[config.mk]
export PLATFORM = sky130hd
export DESIGN_NAME = wb_regfile
export DESIGN_NICKNAME = d
export VERILOG_FILES = /design/src/rtl/wb_regfile_pkg.sv /design/src/rtl/wb_regfile_mem.sv /design/src/rtl/wb_regfile.sv
export SDC_FILE = /design/constraint.sdc
export NUM_CORES = 2
export LEC_CHECK = 0
export CAP_MARGIN = 0
export CELL_PAD_IN_SITES_DETAIL_PLACEMENT = 1
export CELL_PAD_IN_SITES_GLOBAL_PLACEMENT = 1
export CORE_AREA = 5 5 398 400
export CTS_CLUSTER_DIAMETER = 80
export DETAILED_ROUTE_END_ITERATION = 12
export DIE_AREA = 0 0 403 405
export HOLD_SLACK_MARGIN = 0.06
export PLACE_DENSITY = 0.7
export SLEW_MARGIN = 30
export SYNTH_ARGS = -nofsm -noshare
export SYNTH_HDL_FRONTEND = slang
export SYNTH_SLANG_ARGS = --single-unit
[constraint.sdc]
create_clock -name clk -period 3 [get_ports clk]
set_input_delay 0.45 -clock clk [delete_from_list [all_inputs] [get_ports clk]]
set_output_delay 0.45 -clock clk [all_outputs]
set_load 0.02 [all_outputs]
[src/rtl/wb_regfile_pkg.sv]
// Shared definitions for the writeback stage, register file and the decode/EX logic
// that consumes the same result_src encoding.
package wb_regfile_pkg;

    localparam int unsigned XLEN      = 32;
    localparam int unsigned NREGS     = 32;
    localparam int unsigned REG_IDX_W = $clog2(NREGS);
    localparam int unsigned CNT_W_DEF = 32;

    typedef enum logic [1:0] {
        RES_ALU = 2'b00,
        RES_MEM = 2'b01,
        RES_PC4 = 2'b10,
        RES_IMM = 2'b11
    } result_src_e;

endpackage : wb_regfile_pkg

[src/rtl/wb_regfile_mem.sv]
// 32x32 integer register storage: one write port, two combinational read ports,
// x0 hard-wired to zero on both the write and read side.
module wb_regfile_mem
    import wb_regfile_pkg::*;
(
    input  logic                 clk,
    input  logic                 rst_n,
    input  logic                 we,
    input  logic [REG_IDX_W-1:0] waddr,
    input  logic [XLEN-1:0]      wdata,
    input  logic [REG_IDX_W-1:0] raddr1,
    input  logic [REG_IDX_W-1:0] raddr2,
    output logic [XLEN-1:0]      rdata1_c,
    output logic [XLEN-1:0]      rdata2_c
);

    logic [XLEN-1:0] regs_q [NREGS];
    logic [XLEN-1:0] regs_d [NREGS];

    // Next-state of the array; entry 0 is pinned to zero so it can never hold data.
    always_comb begin
        regs_d = regs_q;
        if (we && (waddr != '0)) begin
            regs_d[waddr] = wdata;
        end
        regs_d[0] = '0;
    end

    always_ff @(posedge clk or negedge rst_n) begin
        if (!rst_n) begin
            for (int i = 0; i < NREGS; i++) begin
                regs_q[i] <= '0;
            end
        end else begin
            regs_q <= regs_d;
        end
    end

    // Index 0 reads as zero regardless of what the storage holds.
    always_comb begin
        rdata1_c = (raddr1 == '0) ? '0 : regs_q[raddr1];
        rdata2_c = (raddr2 == '0) ? '0 : regs_q[raddr2];
    end

endmodule : wb_regfile_mem

[src/rtl/wb_regfile.sv]
// Writeback stage: result select, register file commit, decode read ports and retired-
// instruction counter. Define WB_BYPASS_EN for same-cycle write-through on the read ports.
module wb_regfile
    import wb_regfile_pkg::*;
#(
    parameter int unsigned CNT_W = CNT_W_DEF
) (
    input  logic                 clk,
    input  logic                 rst,
    input  logic                 valid_w,
    input  logic                 reg_write_w,
    input  logic [1:0]           result_src_w,
    input  logic [XLEN-1:0]      alu_result_w,
    input  logic [XLEN-1:0]      read_data_w,
    input  logic [XLEN-1:0]      pc_plus4_w,
    input  logic [XLEN-1:0]      ext_imm_w,
    input  logic [REG_IDX_W-1:0] rd_w,
    input  logic [REG_IDX_W-1:0] rs1_d,
    input  logic [REG_IDX_W-1:0] rs2_d,
    output logic [XLEN-1:0]      rd1_d,
    output logic [XLEN-1:0]      rd2_d,
    output logic [XLEN-1:0]      result_w,
    output logic                 wr_en_w,
    output logic [CNT_W-1:0]     instret
);

    logic [XLEN-1:0]  rd1_raw;
    logic [XLEN-1:0]  rd2_raw;
    logic [CNT_W-1:0] instret_q;
    logic [CNT_W-1:0] instret_d;

    always_comb begin
        result_w = alu_result_w;
        unique case (result_src_e'(result_src_w))
            RES_ALU: result_w = alu_result_w;
            RES_MEM: result_w = read_data_w;
            RES_PC4: result_w = pc_plus4_w;
            RES_IMM: result_w = ext_imm_w;
        endcase
    end

    // Gating by valid_w keeps bubbles (possibly with junk controls) from committing.
    assign wr_en_w = valid_w & reg_write_w & (rd_w != '0);

    wb_regfile_mem u_mem (
        .clk      (clk),
        .rst_n    (rst),
        .we       (wr_en_w),
        .waddr    (rd_w),
        .wdata    (result_w),
        .raddr1   (rs1_d),
        .raddr2   (rs2_d),
        .rdata1_c (rd1_raw),
        .rdata2_c (rd2_raw)
    );

`ifdef WB_BYPASS_EN
    // wr_en_w already excludes rd_w == 0, so x0 is never forwarded; reset forces reads to 0.
    always_comb begin
        rd1_d = rd1_raw;
        rd2_d = rd2_raw;
        if (rst && wr_en_w && (rs1_d == rd_w)) begin
            rd1_d = result_w;
        end
        if (rst && wr_en_w && (rs2_d == rd_w)) begin
            rd2_d = result_w;
        end
    end
`else
    assign rd1_d = rd1_raw;
    assign rd2_d = rd2_raw;
`endif

    always_comb begin
        instret_d = instret_q;
        if (valid_w) begin
            instret_d = instret_q + CNT_W'(1);
        end
    end

    always_ff @(posedge clk or negedge rst) begin
        if (!rst) begin
            instret_q <= '0;
        end else begin
            instret_q <= instret_d;
        end
    end

    assign instret = instret_q;

endmodule : wb_regfile

==> flow_results.xml <==
<?xml version="1.0" encoding="UTF-8"?>
<metrics>
  <group name="job">
    <metric name="tool_warnings" unit="">28</metric>
    <metric name="cap_violations" unit="">0</metric>
  </group>
  <group name="cells_and_area">
    <metric name="final_layout_size_suffix_gt1_share" unit="%">25.9</metric>
  </group>
  <group name="die">
    <metric name="die_height" unit="um">405</metric>
    <metric name="io_pins" unit="">278</metric>
  </group>
  <group name="sta">
    <metric name="setup-violations-final" unit="">3</metric>
    <metric name="hold_viol_final" unit="">0</metric>
    <metric name="final_worst_setup_slack" unit="ps">-30.4</metric>
    <metric name="clock.fmax" unit="GHz">0.330</metric>
  </group>
  <group name="outcome">
    <metric name="run_status" unit="">complete, but fails checks</metric>
    <metric name="failed_checks" unit="">setup timing</metric>
  </group>
  <group name="critical_path">
    <metric name="crit_path_end_kind" unit="">primary output</metric>
    <metric name="crit_start" unit="">read_data_w[13]</metric>
  </group>
  <group name="place">
    <metric name="numPlacedInstances" unit="">7258</metric>
  </group>
  <group name="logic_synthesis">
    <metric name="yosys_cells" unit="">4987</metric>
    <metric name="syn_avg_cell_area" unit="um2">10.7</metric>
    <metric name="yosys.cell_types.count" unit="">35</metric>
    <metric name="count_of_library_flops_with_an_enable_pin" unit="">0</metric>
    <metric name="synth-seq-area-share" unit="%">47.8</metric>
    <metric name="flop_cell" unit="">sky130_fd_sc_hd__dfrtp_1</metric>
  </group>
  <group name="clocking">
    <metric name="clock_insertion_delay_worst_skew" unit="ps">740</metric>
    <metric name="cts_num_sinks" unit="">1024</metric>
  </group>
  <group name="global_route">
    <metric name="grt_antenna_before_repair" unit="">14</metric>
    <metric name="first_global_vias" unit="">47600</metric>
  </group>
  <group name="power">
    <metric name="power.sequential.fraction" unit="%">43.2</metric>
  </group>
</metrics>
==> sequential cells by signal, summed over array words and instances, names as in the netlist <==
signal,cells
instret,32
u_mem.regs_q,992
==> layout by cell type (no fill, tap or decap), drive strengths merged, types with 17 or more instances in the layout <==
cell type      instances
a22o                 191
o21ai               1088
nand4                 17
nand3                 31
clkbuf               154
dfrtp               1024
xnor2                 19
mux4                 384
a211oi                64
clkinv                39
clkdlybuf4s50        198
nand2               1039
and2                  69
mux2i                226
mux2                  96
inv                   39
o31ai                 64
o22ai                 64
buf                  602
==> timing repair <==
item / in CTS / in global routing
pin swaps: 22 / 16
cloned: 2 / 1
setup endpoints to repair: 63 / 48
endpoints found under the hold margin: 38 / 0
gates resized: 158 / 54
buffers inserted: 35 / 44
hold buffers: 1 / 0
==> worst paths after layout <==
kind / endpoint / slack, ps / cells after the start
min in group clk: u_mem.regs_q[239] / 470 / 4
worst min-delay path: instret[8] / 280 / 2
worst max register to register: instret[31] / 1230 / 4
worst max-delay path: result_w[13] / -30 / 5
max in group asynchronous: u_mem.regs_q[178] / 1590 / 3
worst min register to register: instret[31] / 480 / 1
==> power groups by stage <==
stage	sequential [uW]	combinational, uW	clock [uW]
finish	17700	9010	14300
global route	17900	9730	15100
CTS	17600	8860	14400
detailed placement	17800	8630	0
global placement	17600	8310	0
floorplan	17300	5180	0
==> layout make-up <==
cell class,count,area [um2]
Timing Repair Buffer,805,8320
Inverter,37,139
Tap cell,2058,2570
Antenna cell,4,10.0
Fill cell,16700,88000
Clock buffer,153,3200
Sequential cell,1024,25600
Clock inverter,57,556
Multi-Input combinational cell,3407,26500
==> through the flow <==
step | setup WS, ps | power, uW | hold slack (ps) | TNS (ps) | util [%]
floorplan | 468 | 22400 | 154 | 0 | -
global placement | -481 | 25900 | 451 | -7670 | 39.9
detailed placement | -479 | 26400 | 453 | -7830 | 39.9
CTS | -87.5 | 40900 | 254 | -134 | 42.8
global route | -20.6 | 42700 | 315 | -62.5 | 43.2
finish | -30.4 | 40900 | 279 | -55.6 | 43.2
==> per-layer routing <==
metal	vias up	share of wire [%]	track usage, %
met1	23600	42	34.7
met3	372	8.1	5.32
met4	12	3.3	9.39
met2	1787	46	40.4
met5	-	0.037	0
li1	18900	-	-
==> kinds of logic after synthesis <==
family          count (synthesis)  synth area share, %
compound gates               1472                 15.8
simple gates                 1197                 9.06
flops                        1024                 47.8
mux                           706                 22.4
buf+inv                       556                 4.38
xor+xnor                       31                0.507
fa+ha+maj                       1               0.0233
==> worst register-to-register path, stage by stage, from the launching register on <==
cell	delay, ps
sky130_fd_sc_hd__dfrtp_1	450
sky130_fd_sc_hd__and4_1	300
sky130_fd_sc_hd__and4_1	440
sky130_fd_sc_hd__nor4b_2	300
sky130_fd_sc_hd__xor2_1	180
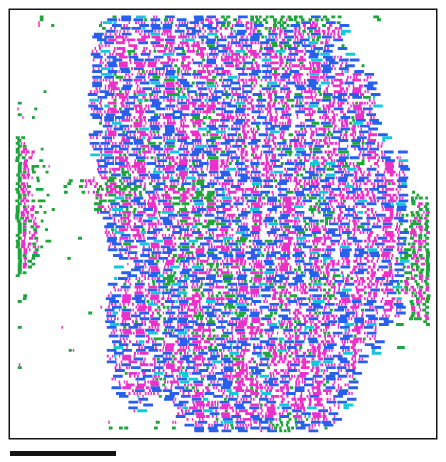
(placement by cell class)
The bar under the picture is 100 um long.
Key: green = remaining buffers and delay cells [cells 805, share of their area 13%]; cyan = clock drivers and dummy loads [cells 210, share of their area 5.8%]; blue = sequential cells [cells 1024, share of their area 40%]; magenta = combinational and other logic [cells 3444, share of their area 41%]
fraction of the core area covered by cells at the end of the flow: 43.2%
standard-cell rows: 145
total non-filler cell area in the finished layout: 66900 um2
area of the placeable core: 155000 um2
sequential cell area share: 38.3%

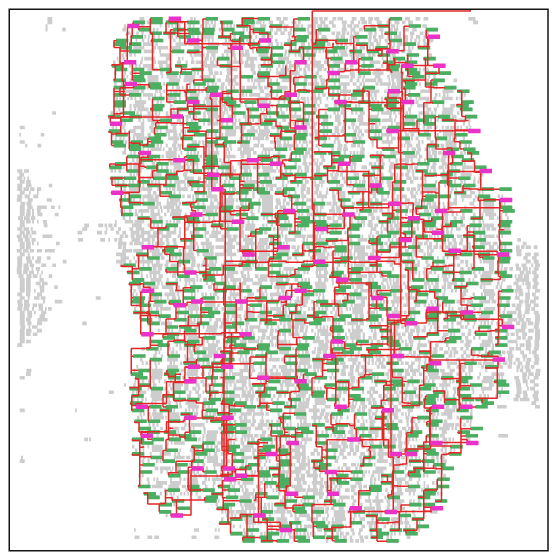
(clock wires, drivers and flops)
Key: green = flip-flops [count 1024]; red = clock wires [length 14300 um]; magenta = clock drivers [count 111]
There are 112 routed clock nets.

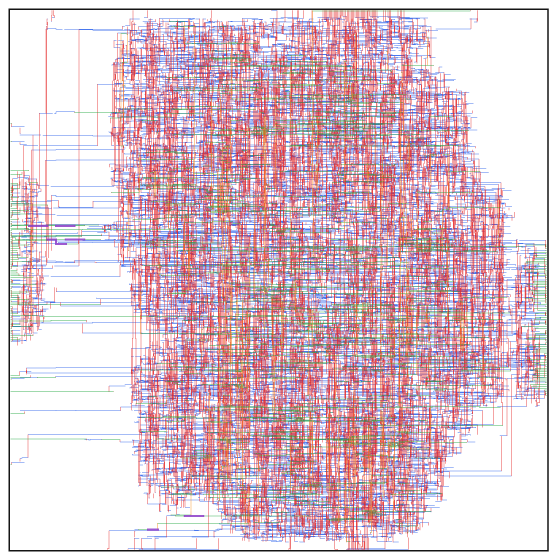
(metal layers overlaid)
Key: purple = metal 5 [wire length 79.8 um]; green = metal 3 [wire length 17100 um]; blue = metal 1 [wire length 89.1 mm]; orange = metal 4 [wire length 6990 um]; red = metal 2 [wire length 98.2 mm]
total detailed-routing wirelength: 211000 um
GRT Util Overall: 25.5%
Via Count: 44700
WL/cell: 28.0 um

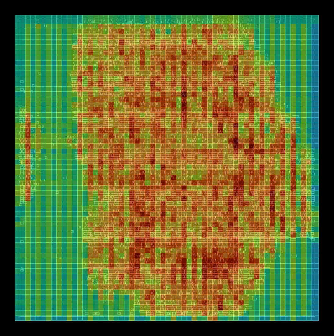
(congestion heat map)
most heavily used metal layer in global routing: met2
global routing usage on met1: 34.7%
met2 usage in global routing: 40.4%

Power is estimated from default activity; no workload was simulated.
